File: src/rtl/apb_arb_pkg.sv
// ============================================================================
// apb_arb_pkg : shared types and constants for the APB master arbiter
// rev 1.0
// ============================================================================
`default_nettype none

package apb_arb_pkg;

  localparam int NUM_REQ            = 2;
  localparam int TIMEOUT_CYCLES_DEF = 256;

  typedef enum logic [1:0] {
    IDLE   = 2'd0,
    SETUP  = 2'd1,
    ACCESS = 2'd2
  } state_t;

  typedef logic [$clog2(NUM_REQ)-1:0] owner_t;

endpackage

`default_nettype wire

File: src/rtl/apb_arb_rr.sv
// ============================================================================
// apb_arb_rr : combinational 2-way round-robin pick
// rev 1.0
// ============================================================================
`default_nettype none

module apb_arb_rr
  import apb_arb_pkg::*;
(
  input  logic [NUM_REQ-1:0] req,
  input  owner_t             last_owner,
  output logic               grant_valid,
  output owner_t             grant_id
);

  always_comb begin
    grant_valid = |req;
    grant_id    = '0;
    // On contention the requester that did not win last time gets the bus.
    if (req[0] && req[1]) begin
      grant_id = ~last_owner;
    end else if (req[1]) begin
      grant_id = 1'b1;
    end
  end

endmodule

`default_nettype wire

File: src/rtl/apb_master_arbiter.sv
// ============================================================================
// apb_master_arbiter : two requesters (CPU=r0, DMA=r1) sharing one APB4 master
// rev 1.0 ; optional ACCESS-phase timeout via macro APB_ARB_TIMEOUT_EN
// ============================================================================
`default_nettype none

module apb_master_arbiter
  import apb_arb_pkg::*;
#(
  parameter int TIMEOUT_CYCLES = TIMEOUT_CYCLES_DEF
) (
  input  logic        pclk,
  input  logic        preset,

  input  logic        r0_req,
  input  logic [31:0] r0_addr,
  input  logic        r0_write,
  input  logic [31:0] r0_wdata,
  input  logic [3:0]  r0_strb,
  output logic        r0_ack,
  output logic [31:0] r0_rdata,
  output logic        r0_slverr,

  input  logic        r1_req,
  input  logic [31:0] r1_addr,
  input  logic        r1_write,
  input  logic [31:0] r1_wdata,
  input  logic [3:0]  r1_strb,
  output logic        r1_ack,
  output logic [31:0] r1_rdata,
  output logic        r1_slverr,

  output logic [31:0] m_paddr,
  output logic        m_psel,
  output logic        m_penable,
  output logic        m_pwrite,
  output logic [31:0] m_pwdata,
  output logic [3:0]  m_pstrb,
  input  logic        m_pready,
  input  logic [31:0] m_prdata,
  input  logic        m_pslverr
);

  state_t      r_state;
  state_t      w_next_state;
  owner_t      r_owner;
  owner_t      r_last_owner;
  owner_t      w_grant_id;
  logic        w_grant_valid;
  logic        w_grant;
  logic        w_timeout;
  logic        w_done;
  logic [31:0] w_rdata;
  logic        w_slverr;

  apb_arb_rr u_rr (
    .req         ({r1_req, r0_req}),
    .last_owner  (r_last_owner),
    .grant_valid (w_grant_valid),
    .grant_id    (w_grant_id)
  );

  assign w_grant = (r_state == IDLE) && w_grant_valid;

  always_ff @(posedge pclk or posedge preset) begin
    if (preset) begin
      r_state <= IDLE;
    end else begin
      r_state <= w_next_state;
    end
  end

  always_comb begin
    w_next_state = r_state;
    case (r_state)
      IDLE:    if (w_grant_valid) w_next_state = SETUP;
      SETUP:   w_next_state = ACCESS;
      ACCESS:  if (m_pready || w_timeout) w_next_state = IDLE;
      default: w_next_state = IDLE;
    endcase
  end

  // Payload is captured only at grant, so requester changes mid-transfer are invisible.
  always_ff @(posedge pclk or posedge preset) begin
    if (preset) begin
      r_owner      <= '0;
      r_last_owner <= 1'b1;
      m_paddr      <= '0;
      m_pwrite     <= 1'b0;
      m_pwdata     <= '0;
      m_pstrb      <= '0;
    end else if (w_grant) begin
      r_owner      <= w_grant_id;
      r_last_owner <= w_grant_id;
      m_paddr      <= (w_grant_id == 1'b1) ? r1_addr  : r0_addr;
      m_pwrite     <= (w_grant_id == 1'b1) ? r1_write : r0_write;
      m_pwdata     <= (w_grant_id == 1'b1) ? r1_wdata : r0_wdata;
      m_pstrb      <= (w_grant_id == 1'b1) ? r1_strb  : r0_strb;
    end
  end

`ifdef APB_ARB_TIMEOUT_EN
  localparam int CNT_W = $clog2(TIMEOUT_CYCLES + 1);

  logic [CNT_W-1:0] r_wait_cnt;

  always_ff @(posedge pclk or posedge preset) begin
    if (preset) begin
      r_wait_cnt <= '0;
    end else if (w_grant) begin
      r_wait_cnt <= '0;
    end else if ((r_state == ACCESS) && !m_pready) begin
      r_wait_cnt <= r_wait_cnt + 1'b1;
    end
  end

  // The counter holds the number of earlier stalled cycles, so this fires in the Nth one.
  assign w_timeout = (r_state == ACCESS) && !m_pready &&
                     (r_wait_cnt == CNT_W'(TIMEOUT_CYCLES - 1));
`else
  logic w_unused_timeout_cfg;

  assign w_unused_timeout_cfg = (TIMEOUT_CYCLES > 0);
  assign w_timeout            = 1'b0;
`endif

  assign m_psel    = (r_state != IDLE);
  assign m_penable = (r_state == ACCESS);

  assign w_done   = (r_state == ACCESS) && (m_pready || w_timeout);
  assign w_rdata  = w_timeout ? 32'h0 : m_prdata;
  assign w_slverr = w_timeout | m_pslverr;

  assign r0_ack    = w_done && (r_owner == 1'b0);
  assign r1_ack    = w_done && (r_owner == 1'b1);
  assign r0_rdata  = r0_ack ? w_rdata  : 32'h0;
  assign r1_rdata  = r1_ack ? w_rdata  : 32'h0;
  assign r0_slverr = r0_ack ? w_slverr : 1'b0;
  assign r1_slverr = r1_ack ? w_slverr : 1'b0;

endmodule

`default_nettype wire

File: config.mk
export PLATFORM = sky130hd
export DESIGN_NAME = apb_master_arbiter
export DESIGN_NICKNAME = d
export VERILOG_FILES = /design/src/rtl/apb_arb_pkg.sv /design/src/rtl/apb_arb_rr.sv /design/src/rtl/apb_master_arbiter.sv
export SDC_FILE = /design/constraint.sdc
export NUM_CORES = 1
export LEC_CHECK = 0
export CORE_AREA = 2 2 124 126
export CTS_CLUSTER_DIAMETER = 80
export DETAILED_ROUTE_END_ITERATION = 10
export DIE_AREA = 0 0 126 128
export GPL_TIMING_DRIVEN = 0
export PLACE_DENSITY = 0.73
export SYNTH_ARGS = -nofsm -noshare
export SYNTH_HDL_FRONTEND = slang
export SYNTH_HIERARCHICAL = 1
export SYNTH_SLANG_ARGS = --single-unit
File: constraint.sdc
create_clock -name pclk -period 3.33 [get_ports pclk]
set_input_delay 0.666 -clock pclk [delete_from_list [all_inputs] [get_ports pclk]]
set_output_delay 0.666 -clock pclk [all_outputs]
set_load 0.01 [all_outputs]
Figure 1. Layout detail.
Region (82, 84) to (107, 109) um. Cells in grey, sequential cells in the stronger grey; small squares are vias.
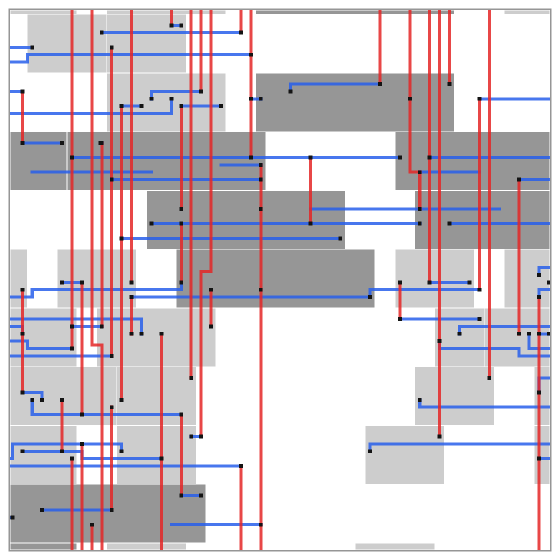
Red stands for met2. Blue stands for met1.
Sequential cells in the window: 7. 22 logic cells have their middle in the window. Netlist names of flops here include `m_paddr` (4), `m_pwdata` (3). Most frequent: clkdlybuf4s50_1 (8), dfrtp_1 (7), mux2_4 (6).

Figure 2. M1 wires.
Scale: 2 px per um.
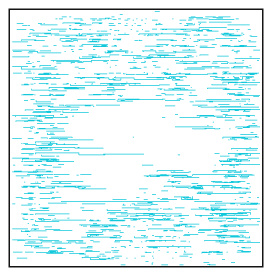
670 nets have wire on it. The layer holds 36% of the routed length.
GR Util met1: 18.8%
Detailed Route WL: 14700 um
vias after detailed routing: 3698

Figure 3. Gate-type map.
Scale: 2 px per um.
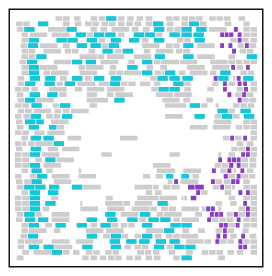
Purple stands for AND and OR gates, cells 71, where a vertical strip on the right. Cyan stands for multiplexers, cells 140, where all over the die.

Figure 4. Routing congestion map.
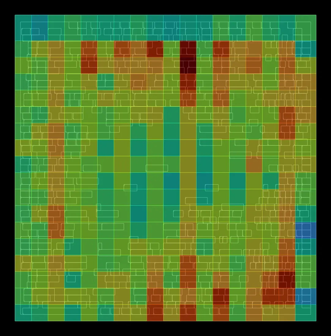
most used routing layer: met2
final core occ: 56.4%
fraction of met3 tracks used by global routing: 4.42%
wire length per cell after detailed routing: 17.6 um
met2 routing resource usage after global routing: 33.0%

Figure 5. Where the registers sit.
Scale: 4 px per um.
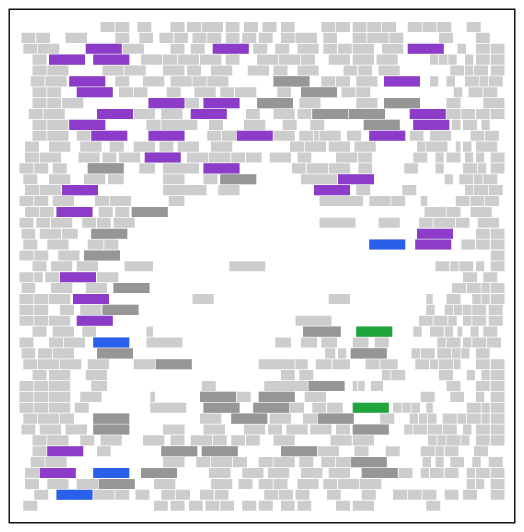
Purple stands for `m_paddr`, sequential cells 32. Blue stands for `m_pstrb`, sequential cells 4. Green stands for `r_state`, sequential cells 2.
Another 35 sequential cells are not coloured.
seq pwr: 1.65 mW
sequential cell area in the final layout: 0.00183 mm2

==> flow_summary_export.csv <==
group,metric,value,unit
yosys,largest_area_cell,"sky130_fd_sc_hd__mux2_4",
final_layout,number_of_ordinary_inverters_in_the_final_layout,2,
yosys,synth_top_cell_by_count,"sky130_fd_sc_hd__mux2_4",
pwr,clock_network_power,1.10,mW
timing,worst_slack,150,ps
yosys,synth_cells,312,
pwr,power,6.15,mW
timing,grt_setup_unrepaired,"false",
setup_path,worstSetupStartpointType,"primary input",
setup_path,cells_traversed_along_the_worst_timing_path,"clkdlybuf4s50_1 -> and4bb_2 -> clkbuf_1 -> and2_1 -> clkdlybuf4s50_1",
final_layout,comb-cell-share,30.7,%
clock_network,insertion_delay,330,ps
pwr,ir_drop,383,uV
final_layout,diodes,0,
timing,fmaxAchievable,314,MHz
pwr,comb_power,3.40,mW
final_layout,biggestCellCategory,"buffers",
final_layout,fillers,1246,
setup_path,worstPathMaxFanout,10,
final_layout,final_layout_top_logic_cell,"sky130_fd_sc_hd__clkdlybuf4s50_1",
clock_network,cts_post_setup_buffers_inserted,0,
setup_path,critical_path.reg2reg.endpoint,"m_pwdata[8]$_DFFE_PP0P_",
yosys,syn-num-nets,488,
setup_path,timing.critical_path.slowest_cell_delay,530,ps
placed_design,hpwl,12000,um
pwr,p_int,4.33,mW
setup_path,critPathSlowestCell,"sky130_fd_sc_hd__clkdlybuf4s50_1",
clock_network,cts_made_buffers,9,
placed_design,numPortBuffers,314,
yosys,number_of_distinct_library_cells_after_synthesis,19,
final_layout,clock_buffers,11,
yosys,postSynthSeqShare,39.4,%
setup_path,worst-setup-path-type,"in -> out",
die,boundaryPins,315,
setup_path,crit_buf_inv,3,
yosys,yosys_most_used_dff,"sky130_fd_sc_hd__dfrtp_1",
worst_hold_path,worstHoldStart,"m_paddr[4]$_DFFE_PP0P_",
clock_network,cts_repair_resize_count,0,
final_layout,clock_area_share,4.02,%
pwr,power-per-cell-area,734,mW/mm2
timing,worst_slew_margin_rel,69.6,%
global_route,grt.total_usage,17.7,%
final_layout,drive_gt1_share,28.1,%
yosys,list_of_most_frequent_post_synthesis_cells,"sky130_fd_sc_hd__mux2_4, sky130_fd_sc_hd__dfrtp_1, sky130_fd_sc_hd__and2_1",
placed_design,place_ws,19.3,ps
route,route.met2.wl,7800,um
yosys,yosys-top-cells-area,"sky130_fd_sc_hd__mux2_4, sky130_fd_sc_hd__dfrtp_1, sky130_fd_sc_hd__and2_1, sky130_fd_sc_hd__buf_8, sky130_fd_sc_hd__buf_6",
yosys,synth.avg_cell_area,14.9,um2
timing,worst-slew-pin-transition,456,ps
global_route,grt_pass1_wl,22200,um
yosys,ys.warnings.count,6,
run_status,run_status,"complete, no violations",
yosys,synth-xor-area-share,0,%
worst_hold_path,worstHoldEndpoint,"m_paddr[4]$_DFFE_PP0P_",
setup_path,critPathTopFamily,"buffers and inverters",
setup_path,timing.critical_path.required,2660,ps
global_route,grt_antenna_before_repair,0,
die,fp-row-count,45,
worst_hold_path,hold_removal_path_class,"reg -> reg",
placed_design,detailed_place.area,0.00804,mm2
placed_design,post-place-cells,815,
yosys,post_synth_main_logic_family,"multiplexers",
final_layout,largestRegisters,"m_paddr x32, m_pwdata x32, m_pstrb x4",
setup_path,ff_to_ff_path_depth,5,
pwr,clkPwrFrac,17.8,%
route,tally_of_nets_with_antenna_violations_remaining_after_routing,0,
clock_network,cts.sinks,73,
clock_network,hold_buffers,0,
global_route,first_global_vias,4046,
timing,post-route-min-period,3180,ps
pwr,power.largest_group,"combinational logic",
yosys,simple_gate_share,10.2,%
timing,timing.final.crit_share,95.5,%
clock_network,htreeDepth,3,
final_layout,logic_area,0.00257,mm2
yosys,top_cell_area_share,44.0,%
route,first_pass_iteration_count_of_the_detailed_router,3,
yosys,ys_sh_aoi,0.270,%
pwr,power.switching_fraction,29.5,%
yosys,synth.area.mux_share,45.0,%
die,taps,188,
pwr,power.net_switching,1.82,mW
route,wl_met3,1100,um
pwr,comb_power_share,55.3,%
job,timing.max_cap.violations,0,
clock_network,clockRootBuffer,"sky130_fd_sc_hd__clkbuf_16",
die,core-area,0.0149,mm2
final_layout,n_all_buffers,337,
route,detailedRoute.firstIterationViolations,52,
job,warning_count,26,
setup_path,cp.arrival,2510,ps
final_layout,design_area_final,0.00838,mm2
clock_network,cts_tree,"built",
worst_hold_path,hold_depth,1,
final_layout,layout.cells.most_common_list,"sky130_fd_sc_hd__clkdlybuf4s50_1, sky130_fd_sc_hd__mux2_4, sky130_fd_sc_hd__dfrtp_1",
final_layout,layout.nonclk_buf_share,40.5,%
timing,setup-violations-final,0,
die,die.size.x,126,um
timing,finalHoldViolCount,0,
final_layout,n_multi_input_combinational_cell,215,
setup_path,regToRegSetupSlack,1690,ps
pwr,seq_power_share,26.8,%
global_route,globalRoute.totalOverflow,0,
final_layout,layout.nets,814,
yosys,ys_chip_area,0.00464,mm2
yosys,combined_area_of_all_synthesized_cells,0.00464,mm2
yosys,synth-edff-count,0,
clock_network,cts_max_path_buffers,2,
die,floorplanUtilization,31.2,%
die,die_height,128,um
global_route,maximum_number_of_pins_on_one_net_before_global_route_repair,40,
final_layout,flops,73,
setup_path,setup.worst_path.end,"r0_rdata[13]",
Power figures rest on the tool's default switching activity, not on a simulated workload.
